**Clock network drawn from the DEF**

Scale bar: 100 um.
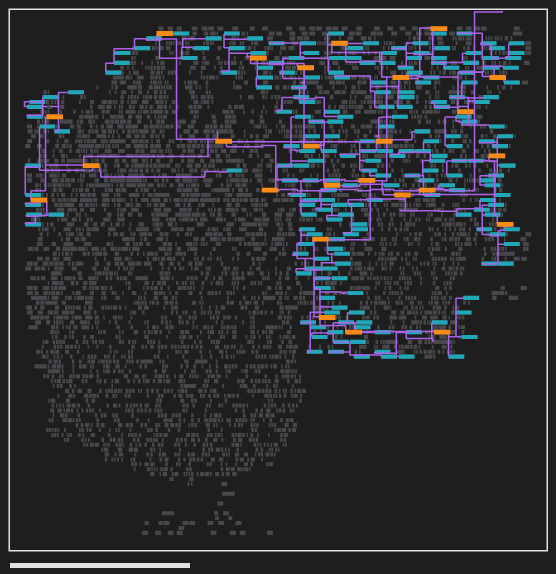
**Where the registers sit**

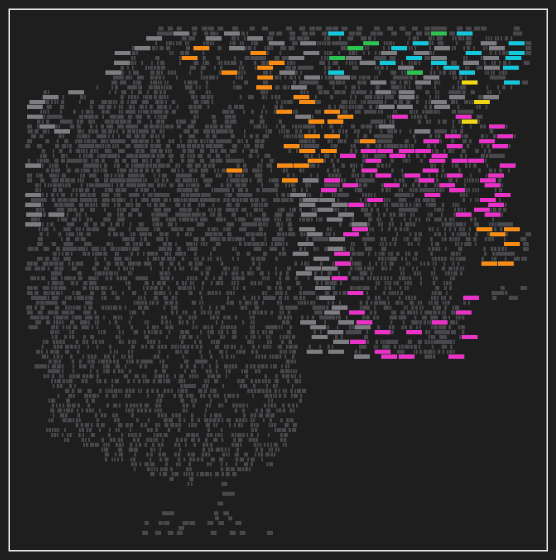
**Drive-strength map**

Scale bar: 100 um.
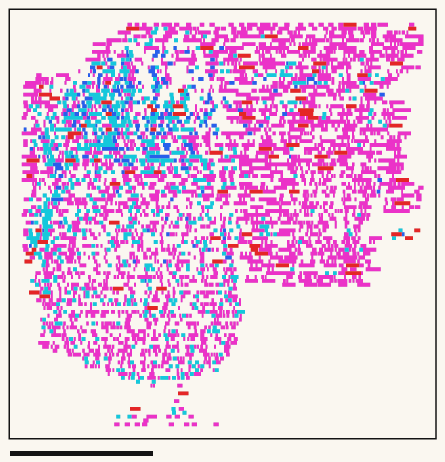
**Signal wires on met4**

Supply wires on this layer in gray.
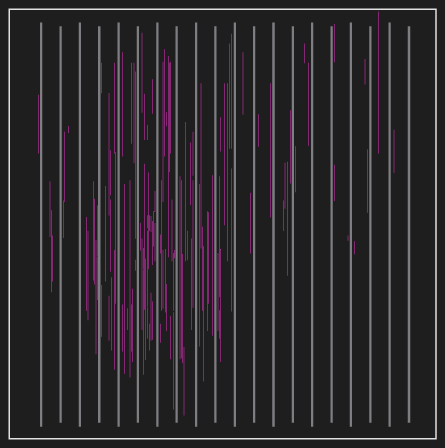
### config.mk
export PLATFORM = sky130hd
export DESIGN_NAME = exec_stage
export DESIGN_NICKNAME = d
export VERILOG_FILES = /design/src/rtl/exec_pkg.sv /design/src/rtl/exec_mul_seq.sv /design/src/rtl/exec_stage.sv
export SDC_FILE = /design/constraint.sdc
export NUM_CORES = 1
export LEC_CHECK = 0
export ABC_AREA = 1
export CORE_AREA = 8 8 290 292
export DETAILED_ROUTE_END_ITERATION = 12
export DIE_AREA = 0 0 298 300
export PLACE_DENSITY = 0.53
export SYNTH_ARGS = -nofsm -noshare
export SYNTH_HDL_FRONTEND = slang
export SYNTH_SLANG_ARGS = --single-unit
### constraint.sdc
create_clock -name clk_i -period 2.7 [get_ports clk_i]
set_input_delay 0.54 -clock clk_i [delete_from_list [all_inputs] [get_ports clk_i]]
set_output_delay 0.54 -clock clk_i [all_outputs]
set_load 0.005 [all_outputs]
### src/rtl/exec_pkg.sv
// Shared definitions for the execute stage: funct3 encodings, FSM states
// and a small decode helper.
package exec_pkg;

  // ALU class (op = 0) funct3 encodings
  localparam logic [2:0] ADD  = 3'd0;
  localparam logic [2:0] SUB  = 3'd1;
  localparam logic [2:0] XOR  = 3'd2;
  localparam logic [2:0] AND  = 3'd3;
  localparam logic [2:0] OR   = 3'd4;
  localparam logic [2:0] SLL  = 3'd5;
  localparam logic [2:0] SRL  = 3'd6;
  localparam logic [2:0] ROTL = 3'd7;

  // Multiply class (op = 1) funct3 encodings
  localparam logic [2:0] MUL  = 3'd0;
  localparam logic [2:0] MULH = 3'd1;

  typedef enum logic [1:0] {
    IDLE = 2'd0,
    BUSY = 2'd1,
    DONE = 2'd2
  } exec_state_e;

  // True for the two legal multiply-class encodings.
  function automatic logic is_mul_f3(input logic [2:0] f3);
    return (f3 == MUL) || (f3 == MULH);
  endfunction

endpackage

### src/rtl/exec_mul_seq.sv
// Iterative unsigned shift-add multiplier, LSB-first over operand b.
// Radix-2 by default; defining EXEC_RADIX4_EN retires two bits of b per
// cycle. The full 2D-bit product stays on 'product' after the last step.
module exec_mul_seq #(
  parameter int D = 32
) (
  input  logic           clk_i,
  input  logic           rst_ni,
  input  logic           clear,
  input  logic           start,
  input  logic [D-1:0]   a,
  input  logic [D-1:0]   b,
  output logic           busy,
  output logic           done,
  output logic [2*D-1:0] product
);

  localparam int CW = $clog2(D);
`ifdef EXEC_RADIX4_EN
  localparam int BPS = 2;
`else
  localparam int BPS = 1;
`endif
  localparam logic [CW-1:0] CNT_LAST = CW'(D / BPS - 1);

  logic [D-1:0]   a_r;
  logic [D-1:0]   b_r;
  logic [2*D-1:0] prod_r;
  logic [CW-1:0]  cnt_r;
  logic           busy_r;

  logic [2*D-1:0] prod_step_s;
  logic [D-1:0]   b_step_s;

`ifdef EXEC_RADIX4_EN
  logic [D+1:0] pp_s;
  logic [D+1:0] sum_s;

  // Radix-4 step: add 0/A/2A/3A to the upper half, shift right by two.
  always_comb begin
    case (b_r[1:0])
      2'd0:    pp_s = '0;
      2'd1:    pp_s = {2'b00, a_r};
      2'd2:    pp_s = {1'b0, a_r, 1'b0};
      2'd3:    pp_s = {2'b00, a_r} + {1'b0, a_r, 1'b0};
      default: pp_s = '0;
    endcase
    sum_s       = {2'b00, prod_r[2*D-1:D]} + pp_s;
    prod_step_s = {sum_s, prod_r[D-1:2]};
    b_step_s    = b_r >> 2;
  end
`else
  logic [D:0] sum_s;

  // Radix-2 step: conditionally add A to the upper half, shift right by one.
  always_comb begin
    if (b_r[0]) begin
      sum_s = {1'b0, prod_r[2*D-1:D]} + {1'b0, a_r};
    end else begin
      sum_s = {1'b0, prod_r[2*D-1:D]};
    end
    prod_step_s = {sum_s, prod_r[D-1:1]};
    b_step_s    = b_r >> 1;
  end
`endif

  // Operand capture, step counter and accumulator; clear aborts a run.
  always_ff @(posedge clk_i or negedge rst_ni) begin
    if (!rst_ni) begin
      a_r    <= '0;
      b_r    <= '0;
      prod_r <= '0;
      cnt_r  <= '0;
      busy_r <= 1'b0;
    end else if (clear) begin
      cnt_r  <= '0;
      busy_r <= 1'b0;
    end else if (start) begin
      a_r    <= a;
      b_r    <= b;
      prod_r <= '0;
      cnt_r  <= CNT_LAST;
      busy_r <= 1'b1;
    end else if (busy_r) begin
      prod_r <= prod_step_s;
      b_r    <= b_step_s;
      if (cnt_r == '0) begin
        busy_r <= 1'b0;
      end else begin
        cnt_r <= cnt_r - CW'(1);
      end
    end
  end

  assign busy    = busy_r;
  assign done    = busy_r & (cnt_r == '0);
  assign product = prod_r;

endmodule

### src/rtl/exec_stage.sv
// Execute stage: single-cycle ALU plus an iterative unsigned multiplier
// with upstream back-pressure. Optional build macro EXEC_RADIX4_EN selects
// the two-bits-per-cycle multiplier (results identical, shorter latency).
module exec_stage
  import exec_pkg::*;
#(
  parameter int P = 16,
  parameter int D = 32,
  parameter int R = 5,
  parameter int F = 3
) (
  input  logic         clk_i,
  input  logic         rst_ni,
  input  logic         flush_i,
  input  logic         valid_i,
  input  logic [P-1:0] next_pc_i,
  input  logic         op_i,
  input  logic [F-1:0] funct3_i,
  input  logic [R-1:0] rd_i,
  input  logic [D-1:0] rs_i,
  input  logic [D-1:0] rt_i,
  output logic         stall_o,
  output logic         valid_o,
  output logic [P-1:0] next_pc_o,
  output logic [R-1:0] rd_o,
  output logic [D-1:0] result_o
);

  localparam int SHW = $clog2(D);

  exec_state_e state_r, state_nxt_s;

  logic           start_s;
  logic           mul_start_s;
  logic           mul_clear_s;
  logic           mul_busy_s;
  logic           mul_done_s;
  logic [2*D-1:0] mul_prod_s;
  logic [D-1:0]   mul_res_s;

  logic [SHW-1:0] sh_s;
  logic [SHW:0]   rsh_s;
  logic [D-1:0]   rot_s;
  logic [D-1:0]   alu_res_s;

  logic           valid_r,  valid_nxt_s;
  logic [D-1:0]   result_r, result_nxt_s;
  logic [R-1:0]   rd_r,     rd_nxt_s;
  logic [P-1:0]   pc_r,     pc_nxt_s;

  logic [F-1:0]   f3_hold_r;
  logic [R-1:0]   rd_hold_r;
  logic [P-1:0]   pc_hold_r;

  assign start_s = valid_i & op_i & is_mul_f3(funct3_i);
  assign sh_s    = rt_i[SHW-1:0];
  assign rsh_s   = (SHW+1)'(D) - {1'b0, sh_s};

  exec_mul_seq #(.D(D)) u_mul (
    .clk_i   (clk_i),
    .rst_ni  (rst_ni),
    .clear   (mul_clear_s),
    .start   (mul_start_s),
    .a       (rs_i),
    .b       (rt_i),
    .busy    (mul_busy_s),
    .done    (mul_done_s),
    .product (mul_prod_s)
  );

  assign mul_res_s = (f3_hold_r == MULH) ? mul_prod_s[2*D-1:D] : mul_prod_s[D-1:0];

  // Rotate-left by sh; a zero amount passes the operand through unchanged.
  always_comb begin
    if (sh_s == '0) begin
      rot_s = rs_i;
    end else begin
      rot_s = (rs_i << sh_s) | (rs_i >> rsh_s);
    end
  end

  // Single-cycle ALU, all arithmetic modulo 2^D.
  always_comb begin
    case (funct3_i)
      ADD:     alu_res_s = rs_i + rt_i;
      SUB:     alu_res_s = rs_i - rt_i;
      XOR:     alu_res_s = rs_i ^ rt_i;
      AND:     alu_res_s = rs_i & rt_i;
      OR:      alu_res_s = rs_i | rt_i;
      SLL:     alu_res_s = rs_i << sh_s;
      SRL:     alu_res_s = rs_i >> sh_s;
      ROTL:    alu_res_s = rot_s;
      default: alu_res_s = '0;
    endcase
  end

  // Upstream must hold while a multiply is being accepted or iterating.
  assign stall_o = rst_ni & ((state_r == BUSY) |
                             ((state_r == IDLE) & start_s & ~flush_i));

  // Next-state and output-register next values; flush wins everywhere.
  always_comb begin
    state_nxt_s  = state_r;
    mul_start_s  = 1'b0;
    mul_clear_s  = 1'b0;
    valid_nxt_s  = 1'b0;
    result_nxt_s = result_r;
    rd_nxt_s     = rd_r;
    pc_nxt_s     = pc_r;
    case (state_r)
      IDLE: begin
        if (flush_i) begin
          state_nxt_s = IDLE;
        end else if (start_s) begin
          state_nxt_s = BUSY;
          mul_start_s = 1'b1;
        end else begin
          valid_nxt_s  = valid_i;
          result_nxt_s = op_i ? '0 : alu_res_s;
          rd_nxt_s     = rd_i;
          pc_nxt_s     = next_pc_i;
        end
      end
      BUSY: begin
        if (flush_i) begin
          state_nxt_s = IDLE;
          mul_clear_s = 1'b1;
        end else if (mul_done_s) begin
          state_nxt_s = DONE;
        end else if (!mul_busy_s) begin
          // multiplier lost its run: recover rather than wait forever
          state_nxt_s = IDLE;
        end else begin
          state_nxt_s = BUSY;
        end
      end
      DONE: begin
        if (flush_i) begin
          state_nxt_s = IDLE;
          mul_clear_s = 1'b1;
        end else begin
          state_nxt_s  = IDLE;
          valid_nxt_s  = 1'b1;
          result_nxt_s = mul_res_s;
          rd_nxt_s     = rd_hold_r;
          pc_nxt_s     = pc_hold_r;
        end
      end
      default: begin
        state_nxt_s = IDLE;
        mul_clear_s = 1'b1;
      end
    endcase
  end

  // State register.
  always_ff @(posedge clk_i or negedge rst_ni) begin
    if (!rst_ni) begin
      state_r <= IDLE;
    end else begin
      state_r <= state_nxt_s;
    end
  end

  // Result bundle registers.
  always_ff @(posedge clk_i or negedge rst_ni) begin
    if (!rst_ni) begin
      valid_r  <= 1'b0;
      result_r <= '0;
      rd_r     <= '0;
      pc_r     <= '0;
    end else begin
      valid_r  <= valid_nxt_s;
      result_r <= result_nxt_s;
      rd_r     <= rd_nxt_s;
      pc_r     <= pc_nxt_s;
    end
  end

  // Side information of an accepted multiply, replayed at completion.
  always_ff @(posedge clk_i or negedge rst_ni) begin
    if (!rst_ni) begin
      f3_hold_r <= '0;
      rd_hold_r <= '0;
      pc_hold_r <= '0;
    end else if (mul_start_s) begin
      f3_hold_r <= funct3_i;
      rd_hold_r <= rd_i;
      pc_hold_r <= next_pc_i;
    end
  end

  assign valid_o   = valid_r;
  assign result_o  = result_r;
  assign rd_o      = rd_r;
  assign next_pc_o = pc_r;

endmodule
==> impl_metrics.csv <==
group,metric,value,unit
floorplanning,die_height,300,um
cts,cts_resized,189,
finish,buffer_area_share,20.18,%
place,place_congestion,1.029,
finish,fillers,8688,
logic_synthesis,yosysCellCount,3457,
final_timing,worst-slew-pin-transition,936.5,ps
logic_synthesis,synthDistinctLibCells,45,
finish,layout.clock_buffers,31,
final_timing,grt_setup_unrepaired,"yes",
grt,global_route.usage.met3,2.948,%
critical_path,worstPathBufferInverterCount,3,
grt,global_route.peak_usage_layer,"met2",
drt,route.antenna.remaining_nets,0,
outcome,outcome,"complete, but fails checks",
logic_synthesis,synth_area,21230,sq um
critical_path,reg2reg_to,"u_mul.product[47]",
final_timing,timing.slew.headroom,37.57,%
logic_synthesis,edf_count,0,
finish,layout.cells.most_common_list,"sky130_fd_sc_hd__nand2_1, sky130_fd_sc_hd__buf_4, sky130_fd_sc_hd__nand3_1",
hold_path,hold-path-cell-count,3,
finish,clock_area_share,2.990,%
logic_synthesis,post_synth_fa_ha_maj_area_fraction,8.086,%
final_timing,setup_viol,23,
drt,route.top_layer_used,"met4",
floorplanning,fp.dieW,298,um
critical_path,worst_r2r_startpoint,"u_mul.a_r[0]",
finish,dominant-cell-class,"logic gates",
logic_synthesis,postSynthCellCount,3457,
final_timing,clock_skew,17.85,ps
critical_path,slowest_delay,350,ps
grt,gr-usage-all-layers,23.21,%
finish,n_antenna_cell,2,
grt,maximum_number_of_pins_on_one_net_before_global_route_repair,113,
outcome,violations,"setup timing",
critical_path,count_of_cell_instances_traversed_by_the_critical_path,23,
finish,non_clock_buffer_count,705,
final_timing,fin_ws,-215.7,ps
place,place_ws,-1185,ps
drt,detailedRoute.firstPassIterationCount,6,
drt,detailroute.wirelength.met3,7.157,mm
## Picture notes: 'clock network drawn from the DEF'
purple -> clock wires  # length 3610 um
cyan -> flip-flops  # count 214
orange -> clock drivers  # count 25
routed clock nets = 26

## Picture notes: 'where the registers sit'
magenta -> u_mul.product  # flops 64
cyan -> next_pc_o  # flops 16, where top right
yellow -> f3_hold_r  # flops 3
orange -> result_o  # flops 32
green -> rd_o  # flops 5
not colored = 94

## Picture notes: 'drive-strength map'
magenta -> _0 and _1 cells  # cells 3130, share 78%
cyan -> _3 and _4 cells  # cells 597, share 15%
blue -> _2 cells  # cells 205, share 5.1%
red -> _6 and larger  # cells 86, share 2.1%

## Picture notes: 'signal wires on met4'
share of all routed wire = 6.0%
main direction = vertical

[worst min-delay path, delay by kind of cell]
family	cells	cell delay [ps]
compound gates	1	80
simple gates	1	70
buf+inv	1	120
[cells by family after synthesis]
group / after synthesis
AND-OR/OR-AND: 675
adder cells (fa/ha/maj): 136
AND/OR/NAND/NOR: 1876
flip-flops: 214
XOR/XNOR: 45
buffers and inverters: 511
[power breakdown]
part | switching, mW | internal [mW]
registers | 0.684 | 4.16
logic | 5.55 | 3.53
clock network | 1.53 | 2.28
total | 7.77 | 9.97
[stage by stage]
step / power [mW] / instances / TNS, ps
global route: 18.96 / 5078 / -6561
global placement: 13.39 / 4999 / -73370
floorplan: 9.763 / 3457 / -13220
CTS: 17.51 / 5063 / -1855
detailed placement: 13.41 / 4999 / -76400
finish: 17.74 / 5080 / -3006
No activity file was given, so power comes from the tool's default toggle rates.
